Routed clock nets over the placement:
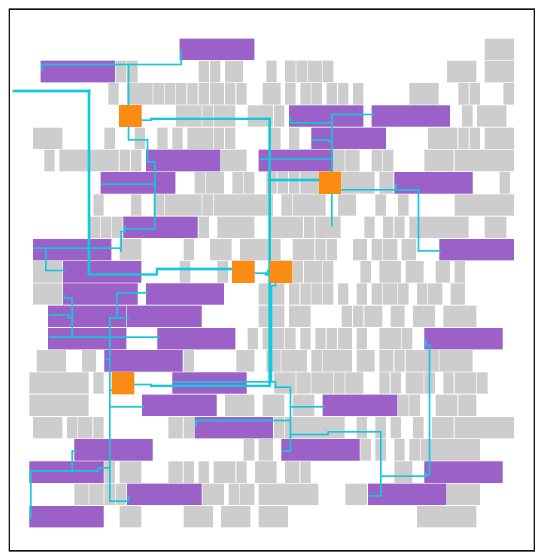
Register map, names as in the netlist:
Bar = 20 um. Other sequential cells in the stronger grey, the rest of the logic in the fainter grey.
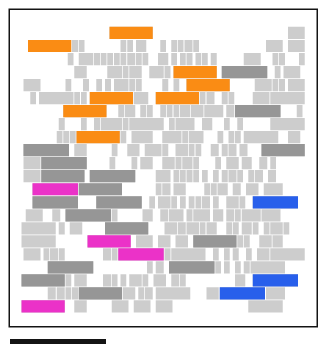
Placed cells, one colour a class:
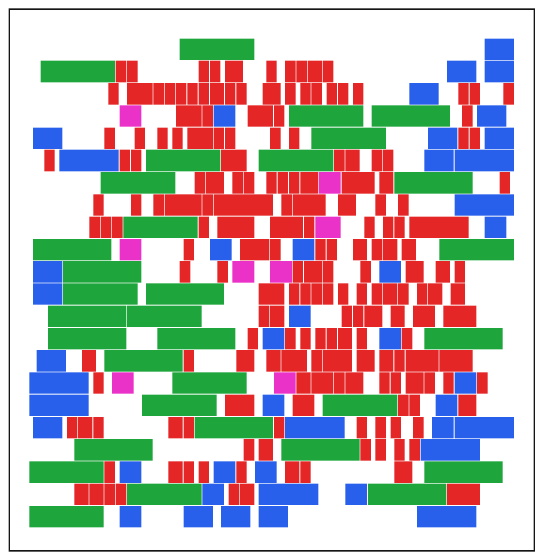
The clock network:
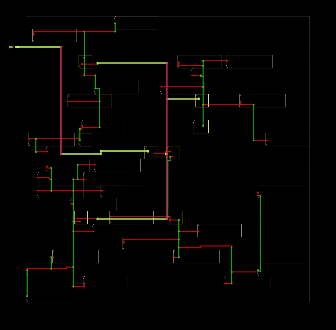
### config.mk
export PLATFORM = sky130hd
export DESIGN_NAME = timer_config_loader
export DESIGN_NICKNAME = d
export VERILOG_FILES = /design/src/rtl/timer_config_loader.sv
export SDC_FILE = /design/constraint.sdc
export NUM_CORES = 1
export LEC_CHECK = 0
export ABC_AREA = 1
export CORE_AREA = 2 2 62 64
export DETAILED_ROUTE_END_ITERATION = 16
export DIE_AREA = 0 0 64 66
export GPL_TIMING_DRIVEN = 1
export PLACE_DENSITY_LB_ADDON = 0.08
export SYNTH_ARGS = -nofsm -noshare
export SYNTH_HDL_FRONTEND = slang
export SYNTH_SLANG_ARGS = --single-unit
### constraint.sdc
create_clock -name clk_50Mhz -period 1.55 [get_ports clk_50Mhz]
set_input_delay 0.2325 -clock clk_50Mhz [delete_from_list [all_inputs] [get_ports clk_50Mhz]]
set_output_delay 0.2325 -clock clk_50Mhz [all_outputs]
set_load 0.05 [all_outputs]
### src/rtl/timer_config_loader.sv
// timer_config_loader: collects two BCD digits from switches, loads them into
// the countdown timer with an active-low config pulse, starts it with an
// active-low game pulse, and reports expiry when the timer stops at 00.
module timer_config_loader #(
    parameter int PULSE_CYCLES = 4,
    parameter int MAX_DIGIT    = 9
) (
    input  logic       clk_50Mhz,
    input  logic       reset,
    input  logic [3:0] digit_sw,
    input  logic       enter_bt,
    input  logic       start_bt,
    input  logic [3:0] timer_dec,
    input  logic [3:0] timer_sec,
    input  logic       timer_running,
    output logic [3:0] config_dec,
    output logic [3:0] config_sec,
    output logic       config_bt,
    output logic       game_bt,
    output logic [2:0] state_code,
    output logic       digit_err,
    output logic       expired
);

    typedef enum logic [2:0] {
        ST_ENTER_DEC = 3'd0,
        ST_ENTER_SEC = 3'd1,
        ST_LOAD      = 3'd2,
        ST_ARMED     = 3'd3,
        ST_START     = 3'd4,
        ST_WAIT_RUN  = 3'd5,
        ST_RUNNING   = 3'd6,
        ST_EXPIRED   = 3'd7
    } state_t;

    // Pulse counter counts down from PULSE_CYCLES-1 to 0 while a button is low.
    localparam logic [7:0] PULSE_LAST = 8'(PULSE_CYCLES - 1);
    localparam logic [3:0] MAX_D      = 4'(MAX_DIGIT);
    // Bit order {timer_running, start_bt, enter_bt}; buttons idle high, timer idle low.
    localparam logic [2:0] SYNC_IDLE  = 3'b011;

    logic [2:0] sync1_q, sync1_d;
    logic [2:0] sync2_q, sync2_d;
    logic [2:0] prev_q,  prev_d;
    logic [2:0] fall;
    logic       enter_press;
    logic       start_press;
    logic       run_fall;
    logic       run_level;
    logic       digit_ok;

    state_t     state_q,   state_d;
    logic [7:0] cnt_q,     cnt_d;
    logic [3:0] dec_q,     dec_d;
    logic [3:0] sec_q,     sec_d;
    logic       cfg_bt_q,  cfg_bt_d;
    logic       game_bt_q, game_bt_d;
    logic       err_q,     err_d;
    logic       exp_q,     exp_d;

    // Synchronizer chain inputs plus one extra stage for edge detection.
    always_comb begin
        sync1_d = {timer_running, start_bt, enter_bt};
        sync2_d = sync1_q;
        prev_d  = sync2_q;
    end

    // Synchronizer and edge-detect registers.
    always_ff @(posedge clk_50Mhz or posedge reset) begin
        if (reset) begin
            sync1_q <= SYNC_IDLE;
            sync2_q <= SYNC_IDLE;
            prev_q  <= SYNC_IDLE;
        end else begin
            sync1_q <= sync1_d;
            sync2_q <= sync2_d;
            prev_q  <= prev_d;
        end
    end

    // 1->0 transitions of the synchronized signals are the events the FSM sees.
    assign fall        = prev_q & ~sync2_q;
    assign enter_press = fall[0];
    assign start_press = fall[1];
    assign run_fall    = fall[2];
    assign run_level   = sync2_q[2];
    assign digit_ok    = (digit_sw <= MAX_D);

    // Next-state and output logic; enter always wins over start.
    always_comb begin
        state_d   = state_q;
        cnt_d     = cnt_q;
        dec_d     = dec_q;
        sec_d     = sec_q;
        cfg_bt_d  = cfg_bt_q;
        game_bt_d = game_bt_q;
        err_d     = err_q;
        exp_d     = exp_q;
        case (state_q)
            ST_ENTER_DEC: begin
                if (enter_press) begin
                    if (digit_ok) begin
                        dec_d   = digit_sw;
                        err_d   = 1'b0;
                        state_d = ST_ENTER_SEC;
                    end else begin
                        err_d = 1'b1;
                    end
                end
            end
            ST_ENTER_SEC: begin
                if (enter_press) begin
                    if (digit_ok) begin
                        sec_d    = digit_sw;
                        err_d    = 1'b0;
                        state_d  = ST_LOAD;
                        cfg_bt_d = 1'b0;
                        cnt_d    = PULSE_LAST;
                    end else begin
                        err_d = 1'b1;
                    end
                end
            end
            ST_LOAD: begin
                // Pulse runs while config_bt is low; one high cycle before ARMED.
                if (!cfg_bt_q) begin
                    if (cnt_q == 8'd0) begin
                        cfg_bt_d = 1'b1;
                    end else begin
                        cnt_d = cnt_q - 8'd1;
                    end
                end else begin
                    state_d = ST_ARMED;
                end
            end
            ST_ARMED: begin
                if (enter_press) begin
                    state_d = ST_ENTER_DEC;
                end else if (start_press) begin
                    state_d   = ST_START;
                    game_bt_d = 1'b0;
                    cnt_d     = PULSE_LAST;
                end
            end
            ST_START: begin
                if (cnt_q == 8'd0) begin
                    game_bt_d = 1'b1;
                    state_d   = ST_WAIT_RUN;
                end else begin
                    cnt_d = cnt_q - 8'd1;
                end
            end
            ST_WAIT_RUN: begin
                if (enter_press) begin
                    state_d = ST_ENTER_DEC;
                end else if (run_level) begin
                    state_d = ST_RUNNING;
                end
            end
            ST_RUNNING: begin
                // Digits from the timer are stable when it stops, so sample them directly.
                if (run_fall) begin
                    if ((timer_dec == 4'd0) && (timer_sec == 4'd0)) begin
                        exp_d   = 1'b1;
                        state_d = ST_EXPIRED;
                    end else begin
                        exp_d   = 1'b0;
                        state_d = ST_ARMED;
                    end
                end
            end
            ST_EXPIRED: begin
                if (enter_press) begin
                    exp_d   = 1'b0;
                    state_d = ST_ENTER_DEC;
                end else if (start_press) begin
                    exp_d    = 1'b0;
                    state_d  = ST_LOAD;
                    cfg_bt_d = 1'b0;
                    cnt_d    = PULSE_LAST;
                end
            end
            default: begin
                state_d = ST_ENTER_DEC;
            end
        endcase
    end

    // State, counter and registered outputs.
    always_ff @(posedge clk_50Mhz or posedge reset) begin
        if (reset) begin
            state_q   <= ST_ENTER_DEC;
            cnt_q     <= 8'd0;
            dec_q     <= 4'd9;
            sec_q     <= 4'd9;
            cfg_bt_q  <= 1'b1;
            game_bt_q <= 1'b1;
            err_q     <= 1'b0;
            exp_q     <= 1'b0;
        end else begin
            state_q   <= state_d;
            cnt_q     <= cnt_d;
            dec_q     <= dec_d;
            sec_q     <= sec_d;
            cfg_bt_q  <= cfg_bt_d;
            game_bt_q <= game_bt_d;
            err_q     <= err_d;
            exp_q     <= exp_d;
        end
    end

    assign config_dec = dec_q;
    assign config_sec = sec_q;
    assign config_bt  = cfg_bt_q;
    assign game_bt    = game_bt_q;
    assign state_code = state_q;
    assign digit_err  = err_q;
    assign expired    = exp_q;

endmodule

==> flow_summary.yaml <==
# yosys + openroad results
placement:
  io_buffer_count: 31
  gp_routability_congestion: 0.8957
  dpl.cell_count: 312
  place_area_um2: 2255
  place_hpwl_um: 2659
synthesis:
  ys_top_cells_by_count: "nand2_1, nor2_1, dfrtp_1"
  aoi_share_pct: 7.128
  ys_async_sr_fraction_pct: 100.0
  synth.distinct_cells: 28
  edf_count: 0
  synthMuxAreaShare_pct: 0
  top_cell_area_share_pct: 28.51
  ys_sh_simple_pct: 35.92
  fa_ha_area_share_pct: 1.426
  ys.flops: 32
  xor_share_pct: 2.495
  fp_nets: 246
  ys_cells: 227
  flop_cell: "dfrtp_1"
  ys_warn_count: 0
  syn-cell-area_um2: 1755
  most_common_cell: "nand2_1"
  yosys.area.top_type: "dfrtp_1"
  syn_inst: 227
  area_leaders: "dfrtp_1, dfstp_2, nand2_1, nor2_1, inv_1"
  ys_seq_share_pct: 46.47
  synth.avg_cell_area_um2: 7.733
  ys_area_um2: 1755
  synth.logic.top_family: "simple AND/OR/NAND/NOR gates"
routing:
  drc_errors: 0
  wl_per_cell_um: 11.52
  num_vias: 1569
  first_iter_violations: 134
  vias_per_cell: 4.828
  routed_wl_um: 3745
  ant_nets: 0
  drtPass1Iterations: 4
floorplanning:
  taps: 48
  die_h_um: 66
  fp-utilization_pct: 49.44
  io_pins: 32
  die_w_um: 64
  dieArea_um2: 4224
setup_path:
  slowest_delay_ns: 0.49
  crit_chain: "nor2_2, nand2_4, nand2_8, inv_4, nand2_2, nand2_4, inv_2, nand2_4, nand2_1, nand2_1"
  end_kind: "flip-flop"
  critPathLaunch: "state_code[1]"
  r2r-end: "cnt_q[3]"
  critPathSlowestCell: "dfrtp_2"
  path_common_cell: "nand2_4"
  crit_type: "flip-flop to flip-flop"
  worstSetupEndpoint: "cnt_q[3]"
  crit_family: "simple AND/OR/NAND/NOR gates"
  regToRegSetupSlack_ns: 0.1
  crit_required_ns: 1.79
  reg2reg_depth: 10
  critPathMaxFanout: 8
  critical_path_buf_inv_count: 2
  r2r_start: "state_code[1]"
  path_depth: 10
  crit_arrival_ns: 1.69
  critPathLaunchType: "flip-flop"
flow_run:
  tool_warnings: 27
  maxCapViolations: 0
timing:
  fin_tns_setup_ns: 0
  finalHoldWorstSlack_ns: 0.2091
  post-route-period-util_pct: 93.56
  finalSetupViolCount: 0
  max_freq_mhz: 689.5
  drv_slew: 0
  tightest_slew_ns: 0.2990
  fin_crit_ns: 1.450
  relSlewSlack_pct: 80.01
  hold_viol_final: 0
power_and_ir_drop:
  seq_power_share_pct: 27.7
  power_leader: "combinational cells"
  ir_worst_vdd_mv: 1.136
  combPwrFrac_pct: 62.8
  p_leak_nw: 1.189
  comb_cell_power_mw: 3.37
  power.internal_mw: 2.692
  powerDensity_nw_per_um2: 2239
  p_sw_share_pct: 49.82
  switching_power_mw: 2.673
worst_hold_path:
  min_path_type: "input port to async pin"
grt:
  grt_pass1_vias: 1512
  grt_pass1_wl_um: 6437
  grt_max_degree: 33
  grt_overflow: 0
  antenna_found_initial: 0
  grt_use_total_pct: 19.79
finish:
  largestClassByArea: "multi-input combinational cells"
  clk_share_pct: 2.559
  final_layout_top_logic_cells: "nand2_1, nor2_1, inv_1"
  area_delta_synth_final_pct: 36.49
  comb_area_share_pct: 36.19
  n_antenna_cell: 0
  multi_input_comb_cells: 169
  layout.nonclk_buf_share_pct: 20.68
  nets: 295
  post_route_cells_drive_above_1_share_pct: 29.24
  logic_area_um2: 867.1
  finalNonFillerCells: 325
  fill_cells: 298
  num-nonclk-inverters: 24
  layout_top_cell: "nand2_1"
  buffers: 44
clock_network:
  ctsResizeCount: 0
  hold_buffers: 0
  cts_htree_levels: 2
  root_buffer: "clkbuf_4"
  cts_tree: "yes"
  clkTransAtPathRegs_ns: 0.12
  cts_setup_buffers: 0
  ctsLongestPathBuffers: 2
outcome:
  status: "finished, final reports clean"
Back to the opening pictures, 'routed clock nets over the placement':
[purple] flip-flops | count: 32
[orange] clock drivers | count: 5
[cyan] clock wires | length: 439 um
flops lie: all over the die
skew final: 0.01457 ns
clk_lat worst skew: 0.35 ns
clock group share of total power: 9.4%
clock group power: 506 uW

Back to the opening pictures, 'register map, names as in the netlist':
| colour | name in the netlist | flops |
|---|---|---|
| magenta | `config_sec` | 4 |
| blue | `state_code` | 3 |
| orange | `cnt_q` | 8 |
not coloured: 17
flop share of the area: 34.20%
FF+latch area: 819.5 um2
Seq group: 1.49 mW
Post-Route Utilization: 67.48%

Back to the opening pictures, 'placed cells, one colour a class':
| colour | class | cells | share of their area |
|---|---|---|---|
| red | combinational and other logic | 193 | 41% |
| green | flops | 32 | 35% |
| magenta | clock drivers and dummy loads | 8 | 2.6% |
| blue | other buffers and delay cells | 44 | 21% |
fin area: 2396 um2
Core Footprint: 3551 um2
row count: 22

Back to the opening pictures, 'the clock network':
CTS buffer count: 5
CLK BUF: 5
flop count: 32
clock sinks: 32

## flip-flops by register name (all words and copies together), names as in the netlist
name / count
expired: 1
config_sec: 4
game_bt: 1
state_code: 3
prev_d: 3
cnt_q: 8
prev_q: 3
config_bt: 1
config_dec: 4
sync1_q: 3
digit_err: 1
## metal layers
metal	GRT usage (%)	up-vias	wire [um]
met2	31.64	50	1688
met4	9.511	0	103
li1	-	796	-
met3	5.622	14	221
met1	24.62	709	1732
met5	0	-	0
## worst min-delay path, stage by stage
cell and delay [ns]:
clkdlybuf4s50_1 0.40, inv_1 0.09, buf_12 0.21
## per-stage QoR
stage	worst slack (ns)	power, mW
after floorplan	0.03908	3.663
after global placement	-0.07112	4.636
after detailed placement	-0.1430	4.662
after CTS	0.007774	5.172
after global routing	-0.02049	5.794
final	0.09975	5.365
Power is estimated from default activity; no workload was simulated.
